$ cat src/rtl/ibuffer_warp_param_if.sv
// rtl/ibuffer_warp_param_if.sv - signal bundle between ID, per-warp instruction buffer and IU/OC
// Purpose: groups the fetch-credit, write, issue, scoreboard, memory-feedback and exit
//          handshakes of one warp's instruction buffer.
// Modports:
//   master - surrounding pipeline: drives if_valid, wr_*, flush, issue_grant, scb_* inputs,
//            fb_* feedback and exit_grant; observes everything the buffer produces.
//   slave  - ibuffer_warp_param: drives req_if, issue_*, scb_alloc*, replay_done*,
//            exit_req, done, ovf_err and occupancy.
interface ibuffer_warp_param_if #(
  parameter int NUM_THREADS = 8,
  parameter int DEPTH       = 4,
  parameter int PAYLOAD_W   = 64
);
  localparam int PTR_W = $clog2(DEPTH) + 1;

  logic                   if_valid;
  logic                   req_if;
  logic                   wr_valid;
  logic [PAYLOAD_W-1:0]   wr_payload;
  logic                   wr_mem;
  logic                   wr_sw;
  logic                   wr_exit;
  logic [NUM_THREADS-1:0] wr_am;
  logic                   flush;
  logic                   issue_req;
  logic                   issue_grant;
  logic                   issue_replay;
  logic [PAYLOAD_W-1:0]   issue_payload;
  logic [NUM_THREADS-1:0] issue_am;
  logic [1:0]             issue_scb_id;
  logic                   scb_full;
  logic                   scb_dependent;
  logic                   scb_empty;
  logic [1:0]             scb_id;
  logic                   scb_alloc;
  logic                   scb_alloc_replayable;
  logic                   fb_pos_valid;
  logic [NUM_THREADS-1:0] fb_pos_mask;
  logic                   fb_zero_valid;
  logic                   replay_done;
  logic [1:0]             replay_done_scb_id;
  logic                   replay_done_sw;
  logic                   exit_req;
  logic                   exit_grant;
  logic                   done;
  logic                   ovf_err;
  logic [PTR_W-1:0]       occupancy;

  modport master (
    output if_valid, wr_valid, wr_payload, wr_mem, wr_sw, wr_exit, wr_am, flush,
           issue_grant, scb_full, scb_dependent, scb_empty, scb_id,
           fb_pos_valid, fb_pos_mask, fb_zero_valid, exit_grant,
    input  req_if, issue_req, issue_replay, issue_payload, issue_am, issue_scb_id,
           scb_alloc, scb_alloc_replayable, replay_done, replay_done_scb_id,
           replay_done_sw, exit_req, done, ovf_err, occupancy
  );

  modport slave (
    input  if_valid, wr_valid, wr_payload, wr_mem, wr_sw, wr_exit, wr_am, flush,
           issue_grant, scb_full, scb_dependent, scb_empty, scb_id,
           fb_pos_valid, fb_pos_mask, fb_zero_valid, exit_grant,
    output req_if, issue_req, issue_replay, issue_payload, issue_am, issue_scb_id,
           scb_alloc, scb_alloc_replayable, replay_done, replay_done_scb_id,
           replay_done_sw, exit_req, done, ovf_err, occupancy
  );
endinterface

$ cat src/rtl/ibuffer_warp_param.sv
// rtl/ibuffer_warp_param.sv - parametrised per-warp instruction buffer with memory replay tracking
// Purpose: holds decoded instructions of one warp between ID and IU/OC, issues them in order,
//          keeps at most one replayable LW/SW retained with its private active mask until the
//          memory system reports every thread served, supports SIMT flush and sticky EXIT.
// Ports:
//   clk  - clock
//   rst  - asynchronous active-low reset
//   bus  - ibuffer_warp_param_if.slave (write, fetch credit, issue, scoreboard, feedback, exit)
// Optional feature macro: IB_BYPASS_EN (same-cycle issue of a write into an empty buffer).
module ibuffer_warp_param #(
  parameter int NUM_THREADS = 8,
  parameter int DEPTH       = 4,
  parameter int PAYLOAD_W   = 64
) (
  input logic                clk,
  input logic                rst,
  ibuffer_warp_param_if.slave bus
);
  localparam int PTR_W = $clog2(DEPTH) + 1;
  localparam int IDX_W = PTR_W - 1;
  localparam logic [PTR_W-1:0] DEPTH_P = PTR_W'(DEPTH);

  logic [PAYLOAD_W-1:0]   ent_payload [DEPTH];
  logic [NUM_THREADS-1:0] ent_am      [DEPTH];
  logic [1:0]             ent_scb     [DEPTH];
  logic [DEPTH-1:0]       ent_mem, ent_sw, ent_exit, ent_valid, ent_rpend;

  logic [PTR_W-1:0] wp, rp, irp, rp_next, occ, flush_cnt;
  logic [IDX_W-1:0] wi, ri, ii;
  logic             done_q, ovf_q;

  assign wi  = wp[IDX_W-1:0];
  assign ri  = rp[IDX_W-1:0];
  assign ii  = irp[IDX_W-1:0];
  assign occ = wp - irp;

  logic full, outstanding, rp_has, wr_en;
  assign full        = (occ == DEPTH_P);
  assign outstanding = (irp != rp);
  assign rp_has      = (rp != wp) & ent_valid[ri];
  assign wr_en       = bus.wr_valid & ~bus.flush & ~full & ~done_q;

  // Feedback only concerns the retained memory op sitting at IRP.
  logic                   fb_live, fb_pos, fb_zero, complete;
  logic [NUM_THREADS-1:0] pam_fb;
  assign fb_live  = outstanding & ent_valid[ii];
  assign fb_pos   = fb_live & bus.fb_pos_valid;
  assign fb_zero  = fb_live & bus.fb_zero_valid;
  assign pam_fb   = fb_pos ? (ent_am[ii] & ~bus.fb_pos_mask) : ent_am[ii];
  assign complete = fb_pos & (pam_fb == '0);

  logic replay_req, fi_req, byp_req, exit_req;
  assign replay_req = fb_live & ~complete & (ent_rpend[ii] | fb_pos | fb_zero);
  // A replayable entry may only first-issue when nothing else is retained.
  assign fi_req     = ~replay_req & rp_has & ~ent_exit[ri] & ~bus.scb_full & ~bus.scb_dependent
                      & (~outstanding | ~ent_mem[ri]);
  assign exit_req   = rp_has & ent_exit[ri] & ~outstanding & bus.scb_empty & ~done_q;

`ifdef IB_BYPASS_EN
  assign byp_req = (occ == '0) & wr_en & ~bus.wr_exit & ~bus.scb_full & ~bus.scb_dependent;
`else
  assign byp_req = 1'b0;
`endif

  logic fi_grant, byp_grant, rpl_grant, exit_take, byp_keep, store, retain;
  assign fi_grant  = bus.issue_grant & fi_req;
  assign byp_grant = bus.issue_grant & byp_req;
  assign rpl_grant = bus.issue_grant & replay_req;
  assign exit_take = bus.exit_grant & exit_req;
  // A bypassed LW/SW is still stored so it can be replayed; a bypassed ALU op never lands.
  assign byp_keep  = byp_grant & bus.wr_mem;
  assign store     = wr_en & ~(byp_grant & ~bus.wr_mem);
  // Issuing a replayable entry pins IRP on it instead of following RP.
  assign retain    = (fi_grant & ent_mem[ri]) | byp_keep;
  assign rp_next   = rp + {{(PTR_W-1){1'b0}}, (fi_grant | exit_take | byp_keep)};
  assign flush_cnt = wp - rp_next;

  // Entries between the post-grant RP and WP are the unissued ones a flush drops.
  logic [DEPTH-1:0] kill;
  always_comb begin
    kill = '0;
    for (int i = 0; i < DEPTH; i++)
      kill[i] = bus.flush & ({1'b0, IDX_W'(i) - rp_next[IDX_W-1:0]} < flush_cnt);
  end

  always_ff @(posedge clk or negedge rst) begin
    if (!rst) begin
      wp        <= '0;
      rp        <= '0;
      irp       <= '0;
      ent_valid <= '0;
      ent_rpend <= '0;
      done_q    <= 1'b0;
      ovf_q     <= 1'b0;
    end else begin
      if (store) begin
        ent_valid[wi] <= 1'b1;
        ent_rpend[wi] <= 1'b0;
      end
      if (rpl_grant)
        ent_rpend[ii] <= 1'b0;
      else if (fb_zero | (fb_pos & ~complete))
        ent_rpend[ii] <= 1'b1;
      // Invalidations come last so they win over any set on the same entry.
      if (fi_grant & ~ent_mem[ri]) ent_valid[ri] <= 1'b0;
      if (exit_take)               ent_valid[ri] <= 1'b0;
      if (complete) begin
        ent_valid[ii] <= 1'b0;
        ent_rpend[ii] <= 1'b0;
      end
      for (int i = 0; i < DEPTH; i++) begin
        if (kill[i]) begin
          ent_valid[i] <= 1'b0;
          ent_rpend[i] <= 1'b0;
        end
      end
      wp <= bus.flush ? rp_next : wp + {{(PTR_W-1){1'b0}}, store};
      rp <= rp_next;
      if (!outstanding) begin
        if (!retain) irp <= rp_next;
      end else if (!ent_valid[ii]) begin
        irp <= irp + {{(PTR_W-1){1'b0}}, 1'b1};
      end
      done_q <= done_q | exit_take;
      ovf_q  <= ovf_q | (bus.wr_valid & full & ~done_q);
    end
  end

  // Payload storage needs no reset: nothing reads it while the valid bit is clear.
  always_ff @(posedge clk) begin
    if (store) begin
      ent_payload[wi] <= bus.wr_payload;
      ent_am[wi]      <= bus.wr_am;
      ent_mem[wi]     <= bus.wr_mem;
      ent_sw[wi]      <= bus.wr_sw;
      ent_exit[wi]    <= bus.wr_exit;
      if (byp_keep) ent_scb[wi] <= bus.scb_id;
    end
    if (fi_grant) ent_scb[ri] <= bus.scb_id;
    if (fb_pos)   ent_am[ii]  <= pam_fb;
  end

  logic [PAYLOAD_W-1:0]   iss_payload;
  logic [NUM_THREADS-1:0] iss_am;
  always_comb begin
    iss_payload = '0;
    iss_am      = '0;
    if (replay_req) begin
      iss_payload = ent_payload[ii];
      iss_am      = pam_fb;
    end else if (fi_req) begin
      iss_payload = ent_payload[ri];
      iss_am      = ent_am[ri];
    end else if (byp_req) begin
      iss_payload = bus.wr_payload;
      iss_am      = bus.wr_am;
    end
  end

  logic [PTR_W:0] credit_sum;
  assign credit_sum = {1'b0, occ} + {{PTR_W{1'b0}}, bus.if_valid} + {{PTR_W{1'b0}}, wr_en};

  assign bus.req_if               = ~done_q & (credit_sum < {1'b0, DEPTH_P});
  assign bus.issue_req            = replay_req | fi_req | byp_req;
  assign bus.issue_replay         = replay_req;
  assign bus.issue_payload        = iss_payload;
  assign bus.issue_am             = iss_am;
  assign bus.issue_scb_id         = replay_req ? ent_scb[ii] : 2'b00;
  assign bus.scb_alloc            = fi_grant | byp_grant;
  assign bus.scb_alloc_replayable = (fi_grant & ent_mem[ri]) | byp_keep;
  assign bus.replay_done          = complete;
  assign bus.replay_done_scb_id   = complete ? ent_scb[ii] : 2'b00;
  assign bus.replay_done_sw       = complete & ent_sw[ii];
  assign bus.exit_req             = exit_req;
  assign bus.done                 = done_q;
  assign bus.ovf_err              = ovf_q;
  assign bus.occupancy            = occ;
endmodule
$ cat src/flat_wrapper.sv
// flat-port wrapper written by rule: the top's interface ports become plain ports
module ibuffer_warp_param_flat 
#(
  parameter int NUM_THREADS = 8,
  parameter int DEPTH       = 4,
  parameter int PAYLOAD_W   = 64
)
  (clk, rst, bus_if_valid, bus_wr_valid, bus_wr_payload, bus_wr_mem, bus_wr_sw, bus_wr_exit, bus_wr_am, bus_flush, bus_issue_grant, bus_scb_full, bus_scb_dependent, bus_scb_empty, bus_scb_id, bus_fb_pos_valid, bus_fb_pos_mask, bus_fb_zero_valid, bus_exit_grant, bus_req_if, bus_issue_req, bus_issue_replay, bus_issue_payload, bus_issue_am, bus_issue_scb_id, bus_scb_alloc, bus_scb_alloc_replayable, bus_replay_done, bus_replay_done_scb_id, bus_replay_done_sw, bus_exit_req, bus_done, bus_ovf_err, bus_occupancy);
  ibuffer_warp_param_if #(.NUM_THREADS(NUM_THREADS), .DEPTH(DEPTH), .PAYLOAD_W(PAYLOAD_W)) bus_i ();
  input logic clk;
  input logic rst;
  input wire logic [$bits(bus_i.if_valid)-1:0] bus_if_valid;
  input wire logic [$bits(bus_i.wr_valid)-1:0] bus_wr_valid;
  input wire logic [$bits(bus_i.wr_payload)-1:0] bus_wr_payload;
  input wire logic [$bits(bus_i.wr_mem)-1:0] bus_wr_mem;
  input wire logic [$bits(bus_i.wr_sw)-1:0] bus_wr_sw;
  input wire logic [$bits(bus_i.wr_exit)-1:0] bus_wr_exit;
  input wire logic [$bits(bus_i.wr_am)-1:0] bus_wr_am;
  input wire logic [$bits(bus_i.flush)-1:0] bus_flush;
  input wire logic [$bits(bus_i.issue_grant)-1:0] bus_issue_grant;
  input wire logic [$bits(bus_i.scb_full)-1:0] bus_scb_full;
  input wire logic [$bits(bus_i.scb_dependent)-1:0] bus_scb_dependent;
  input wire logic [$bits(bus_i.scb_empty)-1:0] bus_scb_empty;
  input wire logic [$bits(bus_i.scb_id)-1:0] bus_scb_id;
  input wire logic [$bits(bus_i.fb_pos_valid)-1:0] bus_fb_pos_valid;
  input wire logic [$bits(bus_i.fb_pos_mask)-1:0] bus_fb_pos_mask;
  input wire logic [$bits(bus_i.fb_zero_valid)-1:0] bus_fb_zero_valid;
  input wire logic [$bits(bus_i.exit_grant)-1:0] bus_exit_grant;
  output wire logic [$bits(bus_i.req_if)-1:0] bus_req_if;
  output wire logic [$bits(bus_i.issue_req)-1:0] bus_issue_req;
  output wire logic [$bits(bus_i.issue_replay)-1:0] bus_issue_replay;
  output wire logic [$bits(bus_i.issue_payload)-1:0] bus_issue_payload;
  output wire logic [$bits(bus_i.issue_am)-1:0] bus_issue_am;
  output wire logic [$bits(bus_i.issue_scb_id)-1:0] bus_issue_scb_id;
  output wire logic [$bits(bus_i.scb_alloc)-1:0] bus_scb_alloc;
  output wire logic [$bits(bus_i.scb_alloc_replayable)-1:0] bus_scb_alloc_replayable;
  output wire logic [$bits(bus_i.replay_done)-1:0] bus_replay_done;
  output wire logic [$bits(bus_i.replay_done_scb_id)-1:0] bus_replay_done_scb_id;
  output wire logic [$bits(bus_i.replay_done_sw)-1:0] bus_replay_done_sw;
  output wire logic [$bits(bus_i.exit_req)-1:0] bus_exit_req;
  output wire logic [$bits(bus_i.done)-1:0] bus_done;
  output wire logic [$bits(bus_i.ovf_err)-1:0] bus_ovf_err;
  output wire logic [$bits(bus_i.occupancy)-1:0] bus_occupancy;
  assign bus_i.if_valid = bus_if_valid;
  assign bus_i.wr_valid = bus_wr_valid;
  assign bus_i.wr_payload = bus_wr_payload;
  assign bus_i.wr_mem = bus_wr_mem;
  assign bus_i.wr_sw = bus_wr_sw;
  assign bus_i.wr_exit = bus_wr_exit;
  assign bus_i.wr_am = bus_wr_am;
  assign bus_i.flush = bus_flush;
  assign bus_i.issue_grant = bus_issue_grant;
  assign bus_i.scb_full = bus_scb_full;
  assign bus_i.scb_dependent = bus_scb_dependent;
  assign bus_i.scb_empty = bus_scb_empty;
  assign bus_i.scb_id = bus_scb_id;
  assign bus_i.fb_pos_valid = bus_fb_pos_valid;
  assign bus_i.fb_pos_mask = bus_fb_pos_mask;
  assign bus_i.fb_zero_valid = bus_fb_zero_valid;
  assign bus_i.exit_grant = bus_exit_grant;
  assign bus_req_if = bus_i.req_if;
  assign bus_issue_req = bus_i.issue_req;
  assign bus_issue_replay = bus_i.issue_replay;
  assign bus_issue_payload = bus_i.issue_payload;
  assign bus_issue_am = bus_i.issue_am;
  assign bus_issue_scb_id = bus_i.issue_scb_id;
  assign bus_scb_alloc = bus_i.scb_alloc;
  assign bus_scb_alloc_replayable = bus_i.scb_alloc_replayable;
  assign bus_replay_done = bus_i.replay_done;
  assign bus_replay_done_scb_id = bus_i.replay_done_scb_id;
  assign bus_replay_done_sw = bus_i.replay_done_sw;
  assign bus_exit_req = bus_i.exit_req;
  assign bus_done = bus_i.done;
  assign bus_ovf_err = bus_i.ovf_err;
  assign bus_occupancy = bus_i.occupancy;
  ibuffer_warp_param #(.NUM_THREADS(NUM_THREADS), .DEPTH(DEPTH), .PAYLOAD_W(PAYLOAD_W)) u_core (.clk(clk), .rst(rst), .bus(bus_i));
endmodule
$ cat config.mk
export PLATFORM = sky130hd
export DESIGN_NAME = ibuffer_warp_param_flat
export DESIGN_NICKNAME = d
export VERILOG_FILES = /design/src/rtl/ibuffer_warp_param_if.sv /design/src/rtl/ibuffer_warp_param.sv /design/src/flat_wrapper.sv
export SDC_FILE = /design/constraint.sdc
export NUM_CORES = 1
export LEC_CHECK = 0
export CAP_MARGIN = 20
export CORE_MARGIN = 5
export CORE_UTILIZATION = 45
export CTS_CLUSTER_DIAMETER = 150
export CTS_CLUSTER_SIZE = 20
export DETAILED_ROUTE_END_ITERATION = 6
export PLACE_DENSITY_LB_ADDON = 0.12
export SYNTH_ARGS = -nofsm -noshare
export SYNTH_HDL_FRONTEND = slang
export SYNTH_SLANG_ARGS = --single-unit
$ cat constraint.sdc
create_clock -name clk -period 5.6 [get_ports clk]
set_clock_uncertainty 0.15 [all_clocks]
set_input_delay 0.56 -clock clk [delete_from_list [all_inputs] [get_ports clk]]
set_output_delay 0.56 -clock clk [all_outputs]
set_load 0.02 [all_outputs]
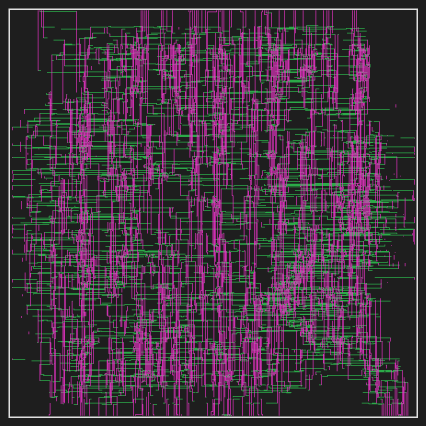
*Metal layers overlaid, run 1*
Drawn at 2 px/um. Two of the layers only.
Magenta is M2, wire length 22.6 mm. Green is M1, wire length 17300 um.

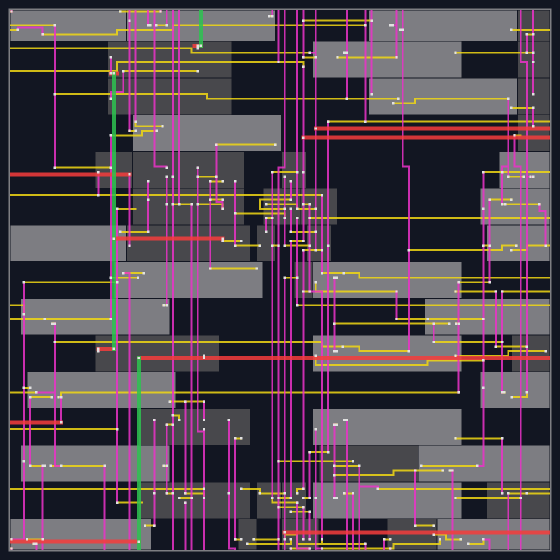
*Close-up of the layout, run 1*
Window x 82 to 122, y 82 to 122 um. Cells in gray, sequential cells in the stronger gray; small squares are vias.
Magenta is M2. Green is M4. Yellow is M1. Red is M3.
Netlist names of flops here include u_core.ent_payload (12), u_core.ent_scb (4), u_core.ent_sw (3). Most frequent: edfxtp_1 (19), mux4_2 (5). Sequential cells in the window: 19. 41 logic cells have their middle in the window.

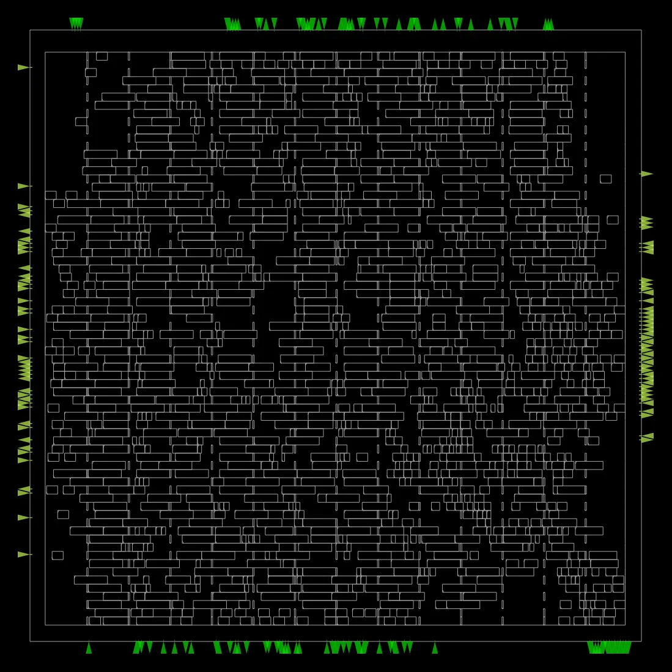
*Placed standard cells, run 1*
Seq area share: 49.6%
filler instances: 2980
Core ar.: 0.0367 sq mm
utilization after layout: 53.6%
Post-Layout Cell Count: 1702

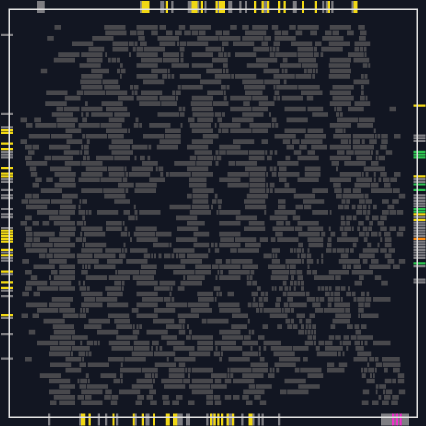
*Pin placement, run 1*
Drawn at 2 px/um. Pins as bars across the die edge, other pins in gray.
Magenta is bus_occupancy, pins 3, direction output, edge bottom. Yellow is bus_issue_payload, pins 64, direction output, edge 23 top, 19 bottom, 18 left, 4 right. Orange is bus_fb_pos_valid, pins 1, direction input, edge right. Green is bus_wr_am, pins 8, direction input, edge right.

## run 1: timing repair
item | in CTS | in global routing
setup endpoints to repair | 0 | 24
resized | 0 | 1
hold buffers | 0 | 0
## run 1: path summary, 6_finish.rpt
path	from	to	slack, ns
max in group asynchronous	rst	u_core.rp[1]	4.24
worst max register to register	u_core.irp[0]	u_core.ent_valid[0]	0.66
worst min-delay path	u_core.bus.ovf_err	u_core.bus.ovf_err	0.33
worst max-delay path	u_core.rp[0]	bus_issue_am[4]	0.38
min in group asynchronous	rst	u_core.bus.ovf_err	0.39
worst min register to register	u_core.bus.ovf_err	u_core.bus.ovf_err	0.33
==> impl_metrics.csv, run 1 <==
group,metric,value,unit
outcome,outcome,"completed",
critical_path,crit_fanout,71,
timing,fmax,191,MHz
timing,hold_violations,0,
drt,postRouteAntennaNets,0,
yosys,top_logic_kind,"multiplexers",
placed_design,dpl.hpwl,26600,um
yosys,ys_async_sr_fraction,5.81,%
cells_and_area,largest_class,"sequential cells",
cells_and_area,top_register,"u_core.ent_payload",
power,power_leader,"combinational logic",
critical_path,worstPathCellList,"buf_4, mux4_2, or3_1, a211oi_4, buf_6, a22oi_2, o21ai_1, clkdlybuf4s50_1",
cells_and_area,largest_register_ffs,256,
cells_and_area,areaGrowthSynthToFinish,17.0,%
timing,fin_hold_ws,0.333,ns
power,power.leakage,6.15,nW
power,ir_drop,0.310,mV
die,die_y,203,um
critical_path,path_buffers,3,
die,die_x,203,um
critical_path,arrival,4.51,ns
drt,initialDrtViolationCount,762,
power,p_sw,0.00301,W
drt,drc,0,
yosys,ys_area,0.0168,sq mm
--- run 2 (diff from run 1) ---
SKIP_CTS_REPAIR_TIMING = 1   (was not set)
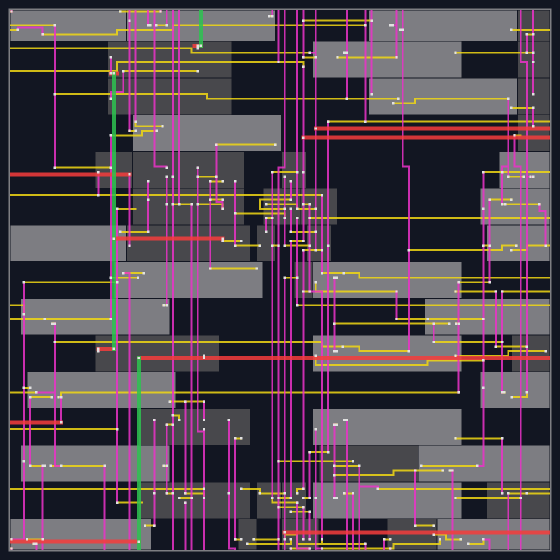
*Close-up of the layout, run 2*
Window x 82 to 122, y 82 to 122 um. Cells in gray, sequential cells in the stronger gray; small squares are vias.
Green is M4. Yellow is M1. Magenta is M2. Red is M3.
Sequential cells in the window: 19. 41 logic cells have their middle in the window. Most frequent: edfxtp_1 (19), mux4_2 (5). Netlist names of flops here include u_core.ent_payload (12), u_core.ent_scb (4), u_core.ent_sw (3).

==> run 2 against run 1 <==
Compared with the run above:
- cell area is the same
- power unchanged
- synthesized area did not move
- synthesized cell count is the same
- via count stayed put
- maximum frequency did not move
- critical path type unchanged
- largest cell class unchanged
==> impl_metrics.csv, run 2 <==
group,metric,value,unit
outcome,outcome,"completed",
power,ir_drop,0.310,mV
cells_and_area,lay_top_count,"edfxtp_1",
critical_path,r2r_start,"u_core.irp[0]",
drt,initialDrtViolationCount,762,
die,die_x,203,um
cells_and_area,largest_register_ffs,256,
critical_path,crit_type,"register to output port",
yosys,ys_async_sr_fraction,5.81,%
cells_and_area,seq_area_share,49.6,%
yosys,netlist_area,0.0168,sq mm
critical_path,r2r_end,"u_core.ent_valid[0]",
yosys,top_logic_kind,"multiplexers",
power,power.leakage,6.15,nW
placed_design,dpl.hpwl,26600,um
die,coreArea,0.0367,sq mm
cells_and_area,top_register,"u_core.ent_payload",
critical_path,crit_fanout,71,
cells_and_area,areaGrowthSynthToFinish,17.0,%
cells_and_area,area_share_nonclk_buffers,10.6,%
timing,fmax,191,MHz
drt,drc,0,
critical_path,arrival,4.51,ns
cells_and_area,top_regs,"u_core.ent_payload: 256 flops, u_core.ent_am: 32 flops, u_core.ent_scb: 8 flops",
cells_and_area,final_cells,1702,
die,die_y,203,um
timing,rsz0062_at_grt,"no",
min_path,min_to,"u_core.bus.ovf_err",
cells_and_area,finish.utilization,53.6,%
timing,fin_hold_ws,0.333,ns
cells_and_area,fillers,2980,
critical_path,r2r_setup_slack,0.66,ns
yosys,ys_area,0.0168,sq mm
yosys,syn_inst,1079,
cells_and_area,largest_class,"sequential cells",
drt,postRouteAntennaNets,0,
min_path,min_path_cells,1,
timing,fin_ws,0.376,ns
critical_path,critPathLaunch,"u_core.rp[0]",
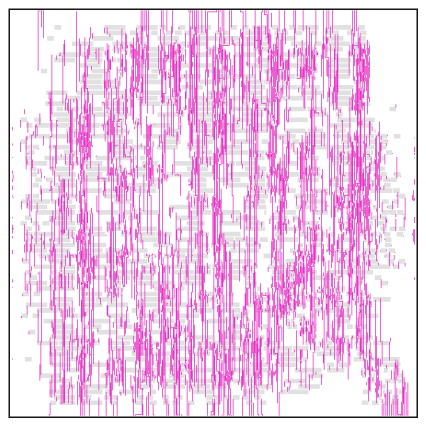
*Signal wires on met2, run 2*
Drawn at 2 px/um.
1177 nets have wire on it. The layer carries 22.6 mm of wire.

run 2: cell counts in the layout (fill, tap and decap cells not counted):
No cell type changed its count.
run 2: metal layers:
layer  wire length [um]  global-route usage (%)  vias up
met2              22600                    36.5      376
met1              17300                    27.6     5464
met5                 12                       0        -
met4                776                    4.84        2
met3               2870                    2.89       54
li1                   -                       -     4697
run 2: critical path, stage by stage (launching register included):
cell,delay [ns]
dfrtp_4,0.45
buf_4,0.45
mux4_2,0.59
or3_1,0.37
a211oi_4,0.25
buf_6,0.58
a22oi_2,0.32
o21ai_1,0.22
clkdlybuf4s50_1,0.63
run 2: report_power, final:
| part | internal [W] | switching, W | total (W) |
|---|---|---|---|
| clock | 0.000691 | 0.000772 | 0.00146 |
| sequential | 0.00300 | 0.000138 | 0.00314 |
| combinational | 0.00177 | 0.00210 | 0.00387 |
### Metal layers overlaid, run 2

Drawn at 2 px/um. Two of the layers only.
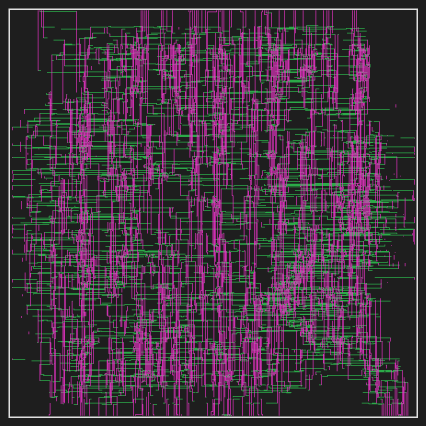

--- run 3 (diff from run 2) ---
CELL_PAD_IN_SITES_DETAIL_PLACEMENT = 1   (was not set)
CELL_PAD_IN_SITES_GLOBAL_PLACEMENT = 1   (was not set)
CTS_CLUSTER_DIAMETER = not set   (was 150)
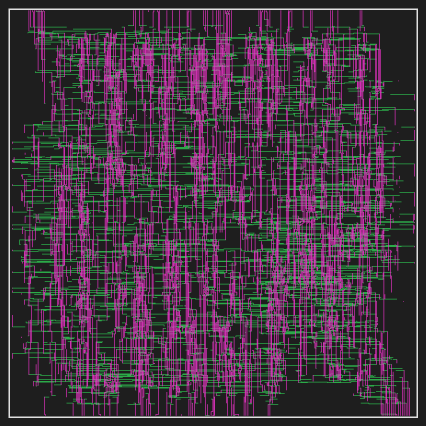
*Metal layers overlaid, run 3*
Drawn at 2 px/um. Two of the layers only.
Green is M1, wire length 19000 um. Magenta is M2, wire length 23.7 mm.

==> run 3 against run 2 <==
Compared with the run above:
- sequential power increased by 3%
- first-iteration DRC count shrank 2.9%
- register-to-register slack got worse by 0.11 ns
- clock power is 58% higher
- hold slack got worse by 0.0067 ns
- sequential share of layout area fell by 1.6 points
- largest cell class unchanged
==> impl_metrics.csv, run 3 <==
group,metric,value,unit
timing,hold_violations,0,
critical_path,crit_top_cell,"buf_4",
cells_and_area,top_register,"u_core.ent_payload",
yosys,netlist_area,0.0168,sq mm
drt,m1WireLength,19000,um
drt,postRouteAntennaNets,0,
min_path,min_path_cells,1,
min_path,min_to,"u_core.bus.ovf_err",
critical_path,r2r_start,"u_core.rp[0]",
critical_path,crit_type,"register to output port",
cells_and_area,finish.utilization,55.3,%
power,p_sw,0.00326,W
drt,wl_met3,2520,um
global_routing,met3_usage,3.98,%
critical_path,worstPathCellList,"buf_4, mux4_2, a211oi_4, buf_4, nand2_1, nor3_1, a311o_1, clkdlybuf4s50_1",
critical_path,cp_slowest_cell,"mux4_2",
power,ir_drop,0.269,mV
drt,drc,0,
critical_path,arrival,4.49,ns
die,die_x,203,um
critical_path,r2r_setup_slack,0.55,ns
power,p_clk_share,24.5,%
cells_and_area,area_share_nonclk_buffers,10.6,%
global_routing,gr-usage-met2,39.0,%
cells_and_area,fillers,3417,
global_routing,grtUsageMet1,29.1,%
power,p_int,0.00613,W
outcome,outcome,"completed",
power,powerClk,0.00230,W
placed_design,dpl.hpwl,30000,um
drt,initialDrtViolationCount,740,
timing,fin_ws,0.405,ns
min_path,min-delay-start,"u_core.bus.ovf_err",
power,p_seq,0.00323,W
critical_path,r2r_end,"u_core.ent_valid[0]",
timing,rsz0062_at_grt,"no",
power,power_leader,"combinational logic",
power,power.leakage,6.46,nW
power,sequentialPowerShare,34.5,%
drt,top_layer,"met5",
cells_and_area,lay_top_count,"edfxtp_1",
cells_and_area,largest_class,"sequential cells",
drt,wl_met2,23700,um
cells_and_area,areaGrowthSynthToFinish,20.8,%
critical_path,crit_fanout,47,
yosys,ys_async_sr_fraction,5.81,%
yosys,ys_area,0.0168,sq mm
cells_and_area,top_regs,"u_core.ent_payload: 256 flops, u_core.ent_am: 32 flops, u_core.ent_scb: 8 flops",
yosys,top_logic_kind,"multiplexers",
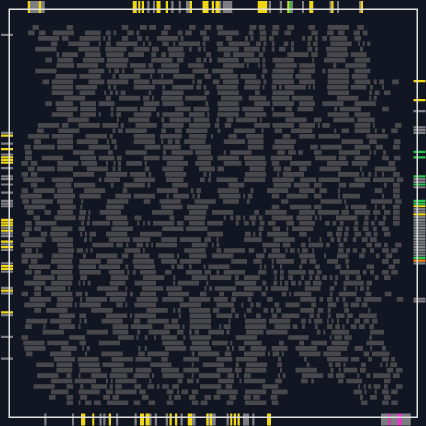
*Pin placement, run 3*
Drawn at 2 px/um. Pins as bars across the die edge, other pins in gray.
Green is bus_wr_am, pins 8, direction input, edge 7 right, 1 top. Magenta is bus_occupancy, pins 3, direction output, edge bottom. Orange is bus_fb_pos_valid, pins 1, direction input, edge right. Yellow is bus_issue_payload, pins 64, direction output, edge 26 top, 19 bottom, 15 left, 4 right.
All pins by edge: 55 bottom, 53 top, 39 right, 39 left.

[run 3: worst max-delay path: cells and delay by family, from the launching register on]
kind	cells	cell delay, ns
buffers and inverters	3	1.66
multiplexers	1	0.70
AND-OR/OR-AND	2	0.61
AND/OR/NAND/NOR	2	0.51
flip-flops	1	0.46
[run 3: how the worst max path moves through the flow]
stage,startpoint,cells past startpoint,to
global placement,u_core.rp[0],15,u_core.ent_valid[0]
floorplan,u_core.irp[0],20,u_core.ent_valid[0]
global route,u_core.irp[0],11,bus_issue_payload[34]
detailed placement,u_core.rp[0],15,u_core.ent_valid[0]
CTS,u_core.irp[0],11,bus_issue_payload[34]
finish,u_core.rp[0],8,bus_issue_payload[51]
Power is estimated from default activity; no workload was simulated.
